<file path="config.mk">
export PLATFORM = sky130hd
export DESIGN_NAME = color_palette_multi_flat
export DESIGN_NICKNAME = d
export VERILOG_FILES = /design/src/rtl/color_palette_multi_if.sv /design/src/rtl/color_palette_multi.sv /design/src/flat_wrapper.sv
export SDC_FILE = /design/constraint.sdc
export NUM_CORES = 2
export LEC_CHECK = 0
export CAP_MARGIN = 20
export CELL_PAD_IN_SITES_DETAIL_PLACEMENT = 1
export CELL_PAD_IN_SITES_GLOBAL_PLACEMENT = 1
export CORE_MARGIN = 8
export CORE_UTILIZATION = 47
export DETAILED_ROUTE_END_ITERATION = 16
export PLACE_DENSITY = 0.87
export SYNTH_ARGS = -nofsm -noshare
export SYNTH_HDL_FRONTEND = slang
export SYNTH_SLANG_ARGS = --single-unit
</file>
<file path="constraint.sdc">
create_clock -name clk -period 27.7 [get_ports clk]
set_input_delay 5.54 -clock clk [delete_from_list [all_inputs] [get_ports clk]]
set_output_delay 5.54 -clock clk [all_outputs]
set_load 0.05 [all_outputs]
</file>
<file path="src/rtl/color_palette_multi_if.sv">
// Bus bundle for color_palette_multi: Avalon-MM slave port plus the pixel stream
// and frame strobe. The DUT uses the slave modport, the driver side uses master.
interface color_palette_multi_if #(
    parameter int NUM_PAL = 8,
    parameter int IDX_W   = 2
);
    localparam int PAL_W  = $clog2(NUM_PAL);
    localparam int ADDR_W = PAL_W + IDX_W + 1;

    logic              avl_cs;
    logic              avl_read;
    logic              avl_write;
    logic [ADDR_W-1:0] avl_addr;
    logic [3:0]        avl_byte_en;
    logic [31:0]       avl_writedata;
    logic [31:0]       avl_readdata;

    logic              pix_valid;
    logic [PAL_W-1:0]  pix_palette;
    logic [IDX_W-1:0]  pix_index;
    logic              frame_start;

    logic              rgb_valid;
    logic [23:0]       rgb;
    logic              commit_pending;

    modport slave (
        input  avl_cs, avl_read, avl_write, avl_addr, avl_byte_en, avl_writedata,
        input  pix_valid, pix_palette, pix_index, frame_start,
        output avl_readdata, rgb_valid, rgb, commit_pending
    );

    modport master (
        output avl_cs, avl_read, avl_write, avl_addr, avl_byte_en, avl_writedata,
        output pix_valid, pix_palette, pix_index, frame_start,
        input  avl_readdata, rgb_valid, rgb, commit_pending
    );
endinterface

</file>
<file path="src/rtl/color_palette_multi.sv">
// Multi-palette RGB colour LUT with a 2-stage pixel pipeline and Avalon-MM programming.
// Define PALETTE_SHADOW_EN to add a shadow table committed to the active table at FRAME_START.
module color_palette_multi #(
    parameter int NUM_PAL = 8,
    parameter int IDX_W   = 2
) (
    input logic                  clk,
    input logic                  reset,
    color_palette_multi_if.slave bus
);
    localparam int PAL_W  = $clog2(NUM_PAL);
    localparam int ADDR_W = PAL_W + IDX_W + 1;
    localparam int ENT_W  = PAL_W + IDX_W;
    localparam int DEPTH  = 1 << ENT_W;
    localparam logic [ENT_W-1:0] CTRL_OFS = ENT_W'(0);
    localparam logic [ENT_W-1:0] FCNT_OFS = ENT_W'(1);

    function automatic logic [23:0] merge_entry(input logic [23:0] old,
                                                input logic [23:0] data,
                                                input logic [2:0]  be);
        merge_entry = old;
        if (be[0]) merge_entry[7:0]   = data[7:0];
        if (be[1]) merge_entry[15:8]  = data[15:8];
        if (be[2]) merge_entry[23:16] = data[23:16];
    endfunction

    logic             wr_en;
    logic             rd_en;
    logic             is_ctrl;
    logic [ENT_W-1:0] ent_addr;
    logic             entry_wr;
    logic [23:0]      active [DEPTH];
    logic [23:0]      entry_view;
    logic             commit_pending;
    logic [15:0]      frame_cnt;
    logic [31:0]      rd_value;
    logic [31:0]      readdata;

    logic             vld_p1;
    logic [PAL_W-1:0] pal_p1;
    logic [IDX_W-1:0] idx_p1;
    logic             vld_p2;
    logic [23:0]      rgb_p2;

    assign wr_en    = bus.avl_cs & bus.avl_write;
    assign rd_en    = bus.avl_cs & bus.avl_read;
    assign is_ctrl  = bus.avl_addr[ADDR_W-1];
    assign ent_addr = bus.avl_addr[ENT_W-1:0];
    assign entry_wr = wr_en & ~is_ctrl;

    logic unused_bits;
    assign unused_bits = ^{bus.avl_writedata[31:24], bus.avl_byte_en[3]};

`ifdef PALETTE_SHADOW_EN
    logic [23:0] shadow [DEPTH];
    logic        commit_req;
    logic        do_commit;

    assign commit_req = wr_en & is_ctrl & (ent_addr == CTRL_OFS)
                      & bus.avl_byte_en[0] & bus.avl_writedata[0];
    // A request arriving on the FRAME_START edge is honoured in that same edge.
    assign do_commit  = bus.frame_start & (commit_pending | commit_req);
    assign entry_view = shadow[ent_addr];

    always_ff @(posedge clk or posedge reset) begin
        if (reset) begin
            for (int i = 0; i < DEPTH; i++) begin
                shadow[i] <= '0;
                active[i] <= '0;
            end
            commit_pending <= 1'b0;
        end else begin
            if (entry_wr)
                shadow[ent_addr] <= merge_entry(shadow[ent_addr],
                                                bus.avl_writedata[23:0],
                                                bus.avl_byte_en[2:0]);
            // Copies the pre-write shadow; a same-edge shadow write waits for the next commit.
            if (do_commit) begin
                for (int i = 0; i < DEPTH; i++)
                    active[i] <= shadow[i];
                commit_pending <= 1'b0;
            end else if (commit_req) begin
                commit_pending <= 1'b1;
            end
        end
    end
`else
    assign commit_pending = 1'b0;
    assign entry_view     = active[ent_addr];

    always_ff @(posedge clk or posedge reset) begin
        if (reset) begin
            for (int i = 0; i < DEPTH; i++)
                active[i] <= '0;
        end else if (entry_wr) begin
            active[ent_addr] <= merge_entry(active[ent_addr],
                                            bus.avl_writedata[23:0],
                                            bus.avl_byte_en[2:0]);
        end
    end
`endif

    always_ff @(posedge clk or posedge reset) begin
        if (reset)
            frame_cnt <= '0;
        else if (bus.frame_start)
            frame_cnt <= frame_cnt + 16'd1;
    end

    always_comb begin
        rd_value = '0;
        if (!is_ctrl)
            rd_value = {8'h00, entry_view};
        else if (ent_addr == CTRL_OFS)
            rd_value = {31'b0, commit_pending};
        else if (ent_addr == FCNT_OFS)
            rd_value = {16'h0000, frame_cnt};
    end

    // Read data is captured from pre-edge state, so a simultaneous write is not seen.
    always_ff @(posedge clk or posedge reset) begin
        if (reset)
            readdata <= '0;
        else if (rd_en)
            readdata <= rd_value;
    end

    // Stage 1: register the pixel request
    always_ff @(posedge clk or posedge reset) begin
        if (reset)
            vld_p1 <= 1'b0;
        else
            vld_p1 <= bus.pix_valid;
    end

    always_ff @(posedge clk) begin
        pal_p1 <= bus.pix_palette;
        idx_p1 <= bus.pix_index;
    end

    // Stage 2: active table lookup; RGB holds across invalid slots
    always_ff @(posedge clk or posedge reset) begin
        if (reset) begin
            vld_p2 <= 1'b0;
            rgb_p2 <= '0;
        end else begin
            vld_p2 <= vld_p1;
            if (vld_p1)
                rgb_p2 <= active[{pal_p1, idx_p1}];
        end
    end

    assign bus.avl_readdata   = readdata;
    assign bus.rgb_valid      = vld_p2;
    assign bus.rgb            = rgb_p2;
    assign bus.commit_pending = commit_pending;

endmodule

</file>
<file path="src/flat_wrapper.sv">
// flat-port wrapper written by rule: the top's interface ports become plain ports
module color_palette_multi_flat 
#(
    parameter int NUM_PAL = 8,
    parameter int IDX_W   = 2
)
  (clk, reset, bus_avl_cs, bus_avl_read, bus_avl_write, bus_avl_addr, bus_avl_byte_en, bus_avl_writedata, bus_pix_valid, bus_pix_palette, bus_pix_index, bus_frame_start, bus_avl_readdata, bus_rgb_valid, bus_rgb, bus_commit_pending);
  color_palette_multi_if #(.NUM_PAL(NUM_PAL), .IDX_W(IDX_W)) bus_i ();
  input logic clk;
  input logic reset;
  input wire logic [$bits(bus_i.avl_cs)-1:0] bus_avl_cs;
  input wire logic [$bits(bus_i.avl_read)-1:0] bus_avl_read;
  input wire logic [$bits(bus_i.avl_write)-1:0] bus_avl_write;
  input wire logic [$bits(bus_i.avl_addr)-1:0] bus_avl_addr;
  input wire logic [$bits(bus_i.avl_byte_en)-1:0] bus_avl_byte_en;
  input wire logic [$bits(bus_i.avl_writedata)-1:0] bus_avl_writedata;
  input wire logic [$bits(bus_i.pix_valid)-1:0] bus_pix_valid;
  input wire logic [$bits(bus_i.pix_palette)-1:0] bus_pix_palette;
  input wire logic [$bits(bus_i.pix_index)-1:0] bus_pix_index;
  input wire logic [$bits(bus_i.frame_start)-1:0] bus_frame_start;
  output wire logic [$bits(bus_i.avl_readdata)-1:0] bus_avl_readdata;
  output wire logic [$bits(bus_i.rgb_valid)-1:0] bus_rgb_valid;
  output wire logic [$bits(bus_i.rgb)-1:0] bus_rgb;
  output wire logic [$bits(bus_i.commit_pending)-1:0] bus_commit_pending;
  assign bus_i.avl_cs = bus_avl_cs;
  assign bus_i.avl_read = bus_avl_read;
  assign bus_i.avl_write = bus_avl_write;
  assign bus_i.avl_addr = bus_avl_addr;
  assign bus_i.avl_byte_en = bus_avl_byte_en;
  assign bus_i.avl_writedata = bus_avl_writedata;
  assign bus_i.pix_valid = bus_pix_valid;
  assign bus_i.pix_palette = bus_pix_palette;
  assign bus_i.pix_index = bus_pix_index;
  assign bus_i.frame_start = bus_frame_start;
  assign bus_avl_readdata = bus_i.avl_readdata;
  assign bus_rgb_valid = bus_i.rgb_valid;
  assign bus_rgb = bus_i.rgb;
  assign bus_commit_pending = bus_i.commit_pending;
  color_palette_multi #(.NUM_PAL(NUM_PAL), .IDX_W(IDX_W)) u_core (.clk(clk), .reset(reset), .bus(bus_i));
endmodule
</file>
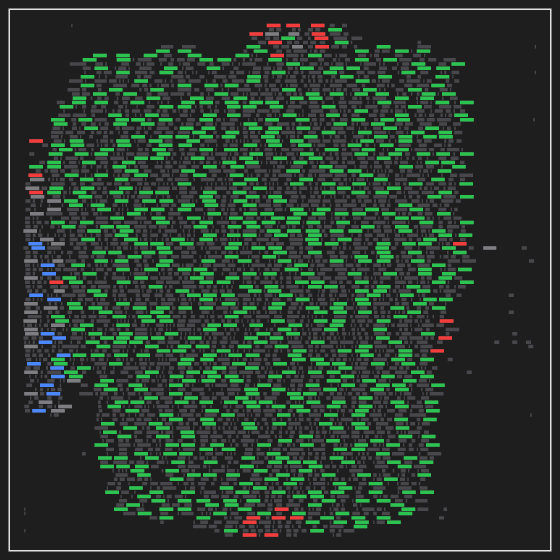
Figure 1: where the registers sit.
Other sequential cells in the stronger gray, the rest of the logic in the fainter gray.
`u_core.frame_cnt`: drawn in blue, flops 16, where left middle. `u_core.active`: drawn in green, flops 768. `u_core.bus.rgb`: drawn in red, flops 24, where all over the die.
Another 31 sequential cells are not colored.

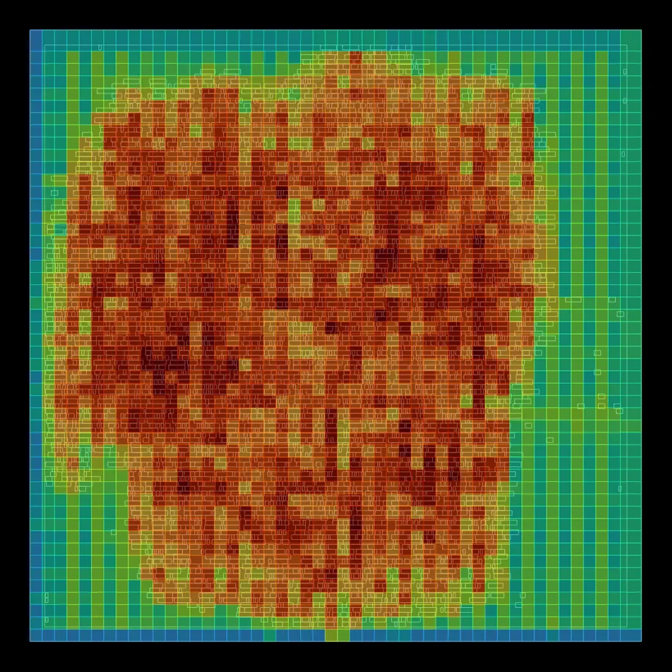
Figure 2: congestion heat map.
busiest layer in global routing: met2
Global Route met3 Usage: 9.259%
global-route met1 utilization: 39.64%
core occupancy in the finished layout: 50.99%

==> results.json <==
{
  "placement.setup.worst_slack_ns": 17.34,
  "die_height_um": 343.0,
  "max_cap_violation_count": 0,
  "detail-route-antenna-nets": 0,
  "n_clock_buffer": 133,
  "post_route_cells_drive_above_1_share_pct": 27.78,
  "finalHoldWorstSlack_ns": 0.4770,
  "switching_share_pct": 30.56,
  "sequential_cell_area_mm2": 0.02098,
  "postPlaceCellArea_mm2": 0.05090,
  "power_leakage_nw": 21.42,
  "totalPowerFinal_mw": 3.182,
  "dominantRegCellSynth": "sky130_fd_sc_hd__dfrtp_1",
  "logic_area_mm2": 0.02633,
  "p_comb_share_pct": 15.7,
  "tns_ns": 0,
  "quantity_of_i_o_buffers_inserted_on_ports": 93,
  "enable_flop_cells": 0,
  "cellInternalPower_mw": 2.210,
  "top_area_share_pct": 41.53,
  "outcome": "complete, no violations",
  "yosys-mux-area-fraction_pct": 16.81,
  "max_freq_mhz": 102.7,
  "cpMostUsedCell": "sky130_fd_sc_hd__buf_4",
  "route.detailed.vias_per_inst": 7.803,
  "holdCritPathClass": "reg -> reg",
  "ys_seq_share_pct": 41.72,
  "fa_ha_area_share_pct": 0.02490,
  "io-pin-count": 112,
  "layout.sequential_cells": 839,
  "min_to": "u_core.frame_cnt[15]$_DFFE_PP0P_",
  "cts-buffers-inserted": 92,
  "mappedNetlistArea_mm2": 0.05026,
  "route.detailed.wl_per_inst_um": 36.47,
  "cp-end-kind": "register",
  "r2r_start": "u_core.idx_p1[0]$_DFF_P_",
  "worst_path_max_delay_cell": "sky130_fd_sc_hd__and3_1"
}
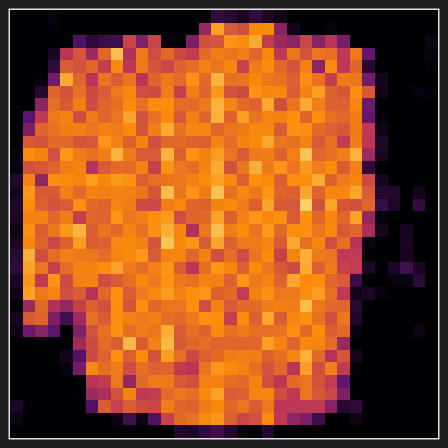
Figure 3: cell density map.
34 x 34 tiles, from black (low) to pale yellow (high), 0 to 100% covered.
The emptiest ninth of the die: bottom right. 11% of the tiles are over 75% full. The fullest tile reaches 90%. The mean over all tiles is 45%.
core area: 0.1066 mm²
starting density of the core: 47.15%

